Figure 1. Power grid.
(8 px per um) Pins as bars on the die edge. Tap cells in grey.
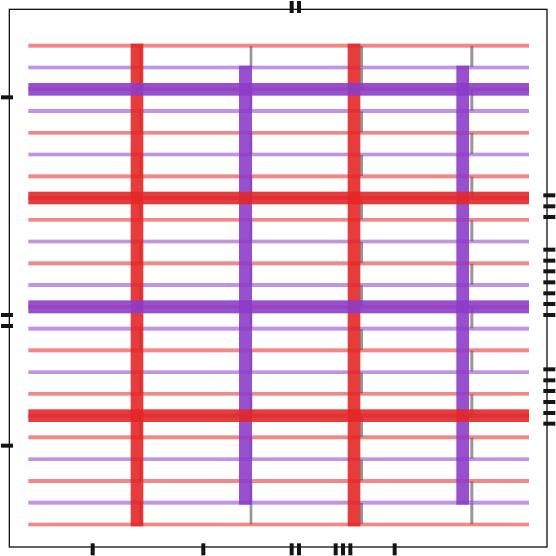
Figure 2. Placed cells, one colour a class.
(8 px per um) Fill, decap, tap and diode cells in grey.
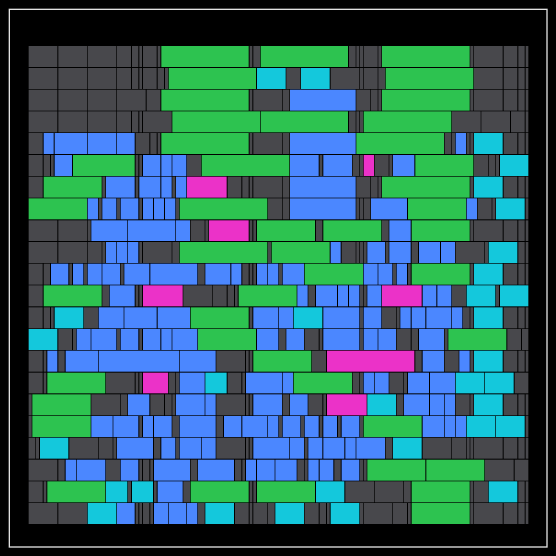
Figure 3. Clock distribution.
(6 px per um)
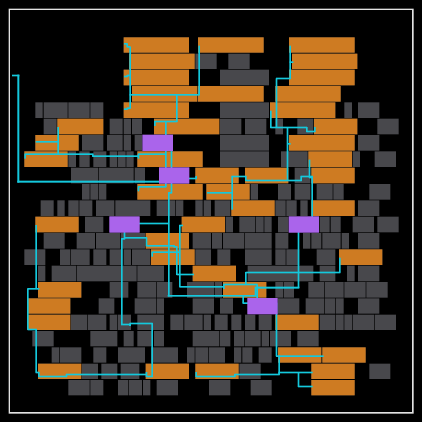
Figure 4. Metal layers overlaid.
(8 px per um)
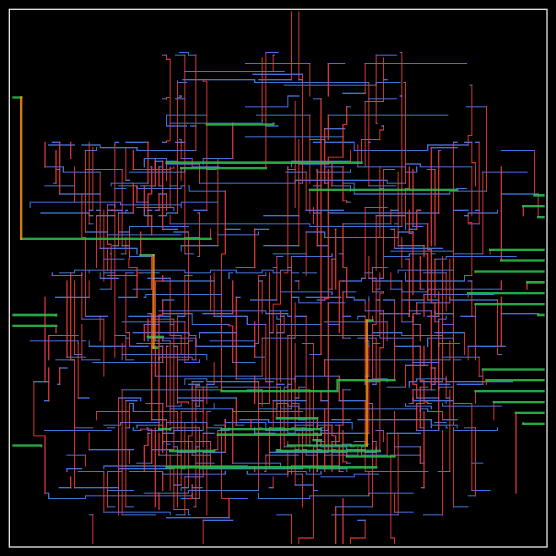
Figure 5. Routing congestion.
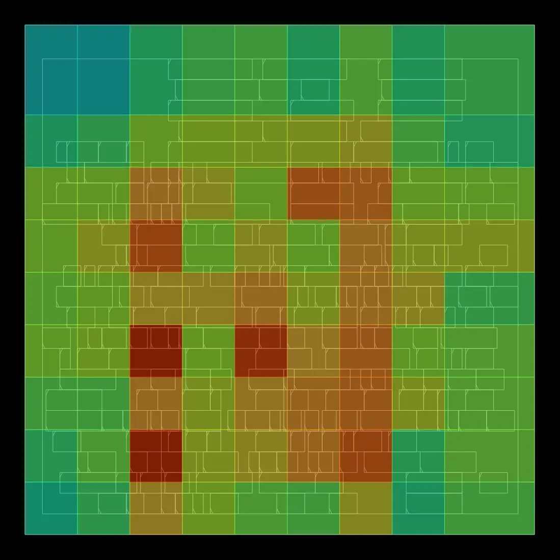
### config.mk
export PLATFORM = sky130hd
export DESIGN_NAME = tft_sched
export DESIGN_NICKNAME = d
export VERILOG_FILES = /design/src/rtl/tft_sched.sv
export SDC_FILE = /design/constraint.sdc
export NUM_CORES = 1
export LEC_CHECK = 0
export CORE_MARGIN = 2
export CORE_UTILIZATION = 55
export CTS_CLUSTER_SIZE = 8
export DETAILED_ROUTE_END_ITERATION = 6
export PLACE_DENSITY = 0.78
export SETUP_SLACK_MARGIN = 0.2
export SLEW_MARGIN = 40
export SYNTH_ARGS = -nofsm -noshare
export SYNTH_HDL_FRONTEND = slang
export SYNTH_SLANG_ARGS = --single-unit
### constraint.sdc
create_clock -name clk -period 3.2 [get_ports clk]
set_clock_uncertainty 0.2 [all_clocks]
set_input_delay 0.8 -clock clk [delete_from_list [all_inputs] [get_ports clk]]
set_output_delay 0.8 -clock clk [all_outputs]
set_load 0.01 [all_outputs]
### src/rtl/tft_sched.sv
// tft_sched: Game Boy LCD pixel stream to 8080-style TFT bus scheduler.
// Buffers 2-bit pixels in a small FIFO and sends each one as two RGB565 bytes.
// Command bursts from a host are passed to the bus at safe points.
// Each bus byte takes two cycles: write strobe low, then high with data held.
// Optional feature macro: TFT_SCHED_WINDOW_EN. When defined, commands are granted
// only at a line boundary, and every burst is followed by a column/row window set
// plus a memory-write command. When undefined, commands are granted only during
// vblank, and the window sequence is absent.
//
// state  | meaning
// IDLE   | bus quiet; pick the next pixel, or a command burst
// PIX_HI | sending the high byte of the current pixel
// PIX_LO | sending the low byte; the raster position advances when it completes
// CMD    | passing host command bytes through; stalls while cmd_valid is low
// WIN    | sending the 11-byte window/memory-write sequence (feature builds only)
module tft_sched #(
    parameter int FIFO_DEPTH = 8,
    parameter int X0         = 40,
    parameter int Y0         = 40,
    parameter int W          = 160,
    parameter int H          = 144
) (
    input  logic       clk,
    input  logic       reset,
    input  logic       lcd_vblank,
    input  logic       lcd_write,
    input  logic [1:0] lcd_col,
    input  logic       cmd_valid,
    input  logic       cmd_rs,
    input  logic [7:0] cmd_data,
    input  logic       cmd_last,
    output logic       cmd_ready,
    output logic       tft_wr,
    output logic       tft_rs,
    output logic [7:0] tft_data,
    output logic       overflow,
    output logic       busy
);
    localparam int AW = $clog2(FIFO_DEPTH);
    localparam int XW = (W > 1) ? $clog2(W) : 1;
    localparam int YW = (H > 1) ? $clog2(H) : 1;
    localparam logic [AW:0] PTR_ONE = (AW + 1)'(1);

    typedef enum logic [2:0] {
        S_IDLE,
        S_PIX_HI,
        S_PIX_LO,
`ifdef TFT_SCHED_WINDOW_EN
        S_WIN,
`endif
        S_CMD
    } state_t;

    state_t        r_state;
    logic          r_ph;
    logic          r_last;
    logic [1:0]    r_pix;
    logic [1:0]    r_mem [FIFO_DEPTH];
    logic [AW:0]   r_wp;
    logic [AW:0]   r_rp;
    logic [XW-1:0] r_x;
    logic [YW-1:0] r_y;
    logic          r_vb_d;
`ifdef TFT_SCHED_WINDOW_EN
    logic [3:0]    r_widx;
    logic [7:0]    r_ywin;
`endif

    logic        w_empty;
    logic        w_full;
    logic        w_vb_rise;
    logic        w_pix_done;
    logic        w_grant_ok;
    logic [15:0] w_rgb;

    // GB shade to RGB565
    function automatic logic [15:0] f_rgb(input logic [1:0] c);
        case (c)
            2'b00:   f_rgb = 16'hFFFF;
            2'b01:   f_rgb = 16'hAD55;
            2'b10:   f_rgb = 16'h632C;
            default: f_rgb = 16'h1082;
        endcase
    endfunction

`ifdef TFT_SCHED_WINDOW_EN
    // Window sequence byte {rs, data}; only the row start follows the raster
    function automatic logic [8:0] f_win(input logic [3:0] i, input logic [7:0] yv);
        case (i)
            4'd0:    f_win = {1'b0, 8'h2A};
            4'd1:    f_win = {1'b1, 8'h00};
            4'd2:    f_win = {1'b1, 8'(X0)};
            4'd3:    f_win = {1'b1, 8'h00};
            4'd4:    f_win = {1'b1, 8'(X0 + W - 1)};
            4'd5:    f_win = {1'b0, 8'h2B};
            4'd6:    f_win = {1'b1, 8'h00};
            4'd7:    f_win = {1'b1, 8'(Y0) + yv};
            4'd8:    f_win = {1'b1, 8'h00};
            4'd9:    f_win = {1'b1, 8'(Y0 + H - 1)};
            default: f_win = {1'b0, 8'h2C};
        endcase
    endfunction
`endif

    assign w_empty    = (r_wp == r_rp);
    assign w_full     = (r_wp[AW] != r_rp[AW]) && (r_wp[AW-1:0] == r_rp[AW-1:0]);
    assign w_vb_rise  = lcd_vblank && !r_vb_d;
    assign w_pix_done = (r_state == S_PIX_LO) && r_ph;
    assign w_rgb      = f_rgb(r_pix);
    assign busy       = (r_state != S_IDLE) || !w_empty;
`ifdef TFT_SCHED_WINDOW_EN
    assign w_grant_ok = w_empty && (r_x == '0);
`else
    assign w_grant_ok = w_empty && lcd_vblank;
`endif

    // Pixel FIFO storage; a full FIFO drops the pixel
    always_ff @(posedge clk) begin
        if (lcd_write && !w_full)
            r_mem[r_wp[AW-1:0]] <= lcd_col;
    end

    // FIFO write pointer and sticky overflow flag
    always_ff @(posedge clk) begin
        if (reset) begin
            r_wp     <= '0;
            overflow <= 1'b0;
        end else if (lcd_write) begin
            if (w_full)
                overflow <= 1'b1;
            else
                r_wp <= r_wp + PTR_ONE;
        end
    end

    // Raster position of the next pixel; a vblank rising edge restarts the frame
    always_ff @(posedge clk) begin
        if (reset) begin
            r_x    <= '0;
            r_y    <= '0;
            r_vb_d <= 1'b0;
        end else begin
            r_vb_d <= lcd_vblank;
            if (w_vb_rise) begin
                r_x <= '0;
                r_y <= '0;
            end else if (w_pix_done) begin
                if (r_x == XW'(W - 1)) begin
                    r_x <= '0;
                    r_y <= (r_y == YW'(H - 1)) ? '0 : r_y + YW'(1);
                end else begin
                    r_x <= r_x + XW'(1);
                end
            end
        end
    end

    // Scheduler FSM with registered bus outputs; r_ph selects strobe-low vs strobe-high cycle
    always_ff @(posedge clk) begin
        if (reset) begin
            r_state   <= S_IDLE;
            r_ph      <= 1'b0;
            r_last    <= 1'b0;
            r_pix     <= 2'b00;
            r_rp      <= '0;
            tft_wr    <= 1'b1;
            tft_rs    <= 1'b1;
            tft_data  <= 8'h00;
            cmd_ready <= 1'b0;
`ifdef TFT_SCHED_WINDOW_EN
            r_widx    <= 4'd0;
            r_ywin    <= 8'h00;
`endif
        end else begin
            cmd_ready <= 1'b0;
            case (r_state)
                S_IDLE: begin
                    r_ph <= 1'b0;
                    if (!w_empty) begin
                        r_pix   <= r_mem[r_rp[AW-1:0]];
                        r_rp    <= r_rp + PTR_ONE;
                        r_state <= S_PIX_HI;
                    end else if (cmd_valid && w_grant_ok) begin
                        r_state <= S_CMD;
                    end
                end
                S_PIX_HI: begin
                    if (!r_ph) begin
                        tft_wr   <= 1'b0;
                        tft_rs   <= 1'b1;
                        tft_data <= w_rgb[15:8];
                        r_ph     <= 1'b1;
                    end else begin
                        tft_wr  <= 1'b1;
                        r_ph    <= 1'b0;
                        r_state <= S_PIX_LO;
                    end
                end
                S_PIX_LO: begin
                    if (!r_ph) begin
                        tft_wr   <= 1'b0;
                        tft_rs   <= 1'b1;
                        tft_data <= w_rgb[7:0];
                        r_ph     <= 1'b1;
                    end else begin
                        tft_wr <= 1'b1;
                        r_ph   <= 1'b0;
                        // chain straight into the next pixel to keep the 4-cycle cadence
                        if (!w_empty) begin
                            r_pix   <= r_mem[r_rp[AW-1:0]];
                            r_rp    <= r_rp + PTR_ONE;
                            r_state <= S_PIX_HI;
                        end else begin
                            r_state <= S_IDLE;
                        end
                    end
                end
                S_CMD: begin
                    if (!r_ph) begin
                        if (cmd_valid) begin
                            tft_wr    <= 1'b0;
                            tft_rs    <= cmd_rs;
                            tft_data  <= cmd_data;
                            cmd_ready <= 1'b1;
                            r_last    <= cmd_last;
                            r_ph      <= 1'b1;
                        end
                    end else begin
                        tft_wr <= 1'b1;
                        r_ph   <= 1'b0;
                        if (r_last) begin
`ifdef TFT_SCHED_WINDOW_EN
                            r_widx  <= 4'd0;
                            r_ywin  <= 8'(r_y);
                            r_state <= S_WIN;
`else
                            r_state <= S_IDLE;
`endif
                        end
                    end
                end
`ifdef TFT_SCHED_WINDOW_EN
                S_WIN: begin
                    if (!r_ph) begin
                        tft_wr             <= 1'b0;
                        {tft_rs, tft_data} <= f_win(r_widx, r_ywin);
                        r_ph               <= 1'b1;
                    end else begin
                        tft_wr <= 1'b1;
                        r_ph   <= 1'b0;
                        if (r_widx == 4'd10)
                            r_state <= S_IDLE;
                        else
                            r_widx <= r_widx + 4'd1;
                    end
                end
`endif
                default: r_state <= S_IDLE;
            endcase
        end
    end

endmodule
==> reports/results.ini <==
[synth]
syn_inst=203
yosys_cells=203
ys_types=48
synth_warnings=0
synthAdderAreaFrac_pct=5.727
syn_avg_cell_area_sq_um=10.76
yosys.stat.seqShare_pct=48.57
fp_nets=230

[placement]
dp_hpwl_mm=3.313
pre_cts_slack_ps=490.7

[final_timing]
fin_ws_ps=303.9
finalSetupTns_ps=0
setup_viol=0
finalHoldViolCount=0

[clocking]
numCtsBuffers=5
cts_resized=0
cts_buffer_depth=2
cts_setup_buffers=0

[critical_path]
cp_top_family=flip-flops
critPathCapture=busy
endpoint_kind=output port
critPathLaunchType=flip-flop
worstReg2RegEnd=tft_data[0]
timing.rr.start=r_state[0]
critPathBufInv=1

[pwr]
p_leak_nw=0.9606
p_comb_w=0.000724
power_leader=sequential cells

[run_status]
outcome=finished, final reports clean

[run]
drv_cap=0

[layout]
signal_buffers=32
fin_cells=280
logic_area_sq_mm=0.001042
final-nonclk-buf-share_pct=11.94

[grt]
grt_pass1_wl_mm=7.327

About Figure 1:
| colour | net |
|---|---|
| red | VSS |
| purple | VDD |
met5 straps: 4
tap cells: 48
Die Wd: 67.03 um
die span in y: 67.03 um
worst vdd ir: 376.1 uV
Core ar.: 0.003744 sq mm

About Figure 2:
| colour | class | cells | share of their area |
|---|---|---|---|
| magenta | clock drivers and dummy loads | 8 | 4.4% |
| cyan | other buffers and delay cells | 32 | 12% |
| blue | combinational and other logic | 147 | 42% |
| green | flops | 45 | 42% |
Placement Rows: 22
Final Util: 69.95%
fin area: 0.002619 sq mm

About Figure 3:
[orange] flip-flops | count: 45
[purple] clock drivers | count: 5
[cyan] clock wires | length: 492 um
routed clock nets: 6
clock latency on the worst-skew pair: 290 ps
Clk pwr share: 22.1%
Power Clock: 0.000423 W

About Figure 4:
| colour | layer | wire length |
|---|---|---|
| orange | metal 4 | 44.9 um |
| green | metal 3 | 302 um |
| blue | metal 1 | 1880 um |
| red | metal 2 | 2200 um |
drt wl/cell: 15.81 um
overall fraction of global-route tracks in use: 22.03%
aggregate routed wire length: 4.426 mm

About Figure 5:
Top Usage Layer GRT: met2
GR Layer Usage met2: 36.01%
met3 usage: 5.236%
M1 GR Usage: 28.34%

state kept, by name, indices dropped and copies added, names as in the netlist, named ones only:
name,cells
cmd_ready,1
overflow,1
r_last,1
r_mem,16
r_ph,1
r_pix,2
r_rp,4
r_state,2
r_wp,4
tft_data,8
tft_rs,1
tft_wr,1
layout by cell type (no fill, tap or decap), types with 7 or more instances in the layout:
cell	count
nor3_1	8
a21oi_1	11
edfxtp_1	16
dfxtp_1	28
inv_1	8
nor2_1	27
clkdlybuf4s50_1	29
a211oi_1	7
ha_1	10
worst min-delay path by stage:
stage | start | to | slack (ps)
final | overflow | overflow | 290
after global routing | overflow | overflow | 320
after CTS | overflow | overflow | 300
after detailed placement | overflow | overflow | 280
after global placement | overflow | overflow | 260
after floorplan | r_last | r_last | 250
Power figures rest on the tool's default switching activity, not on a simulated workload.
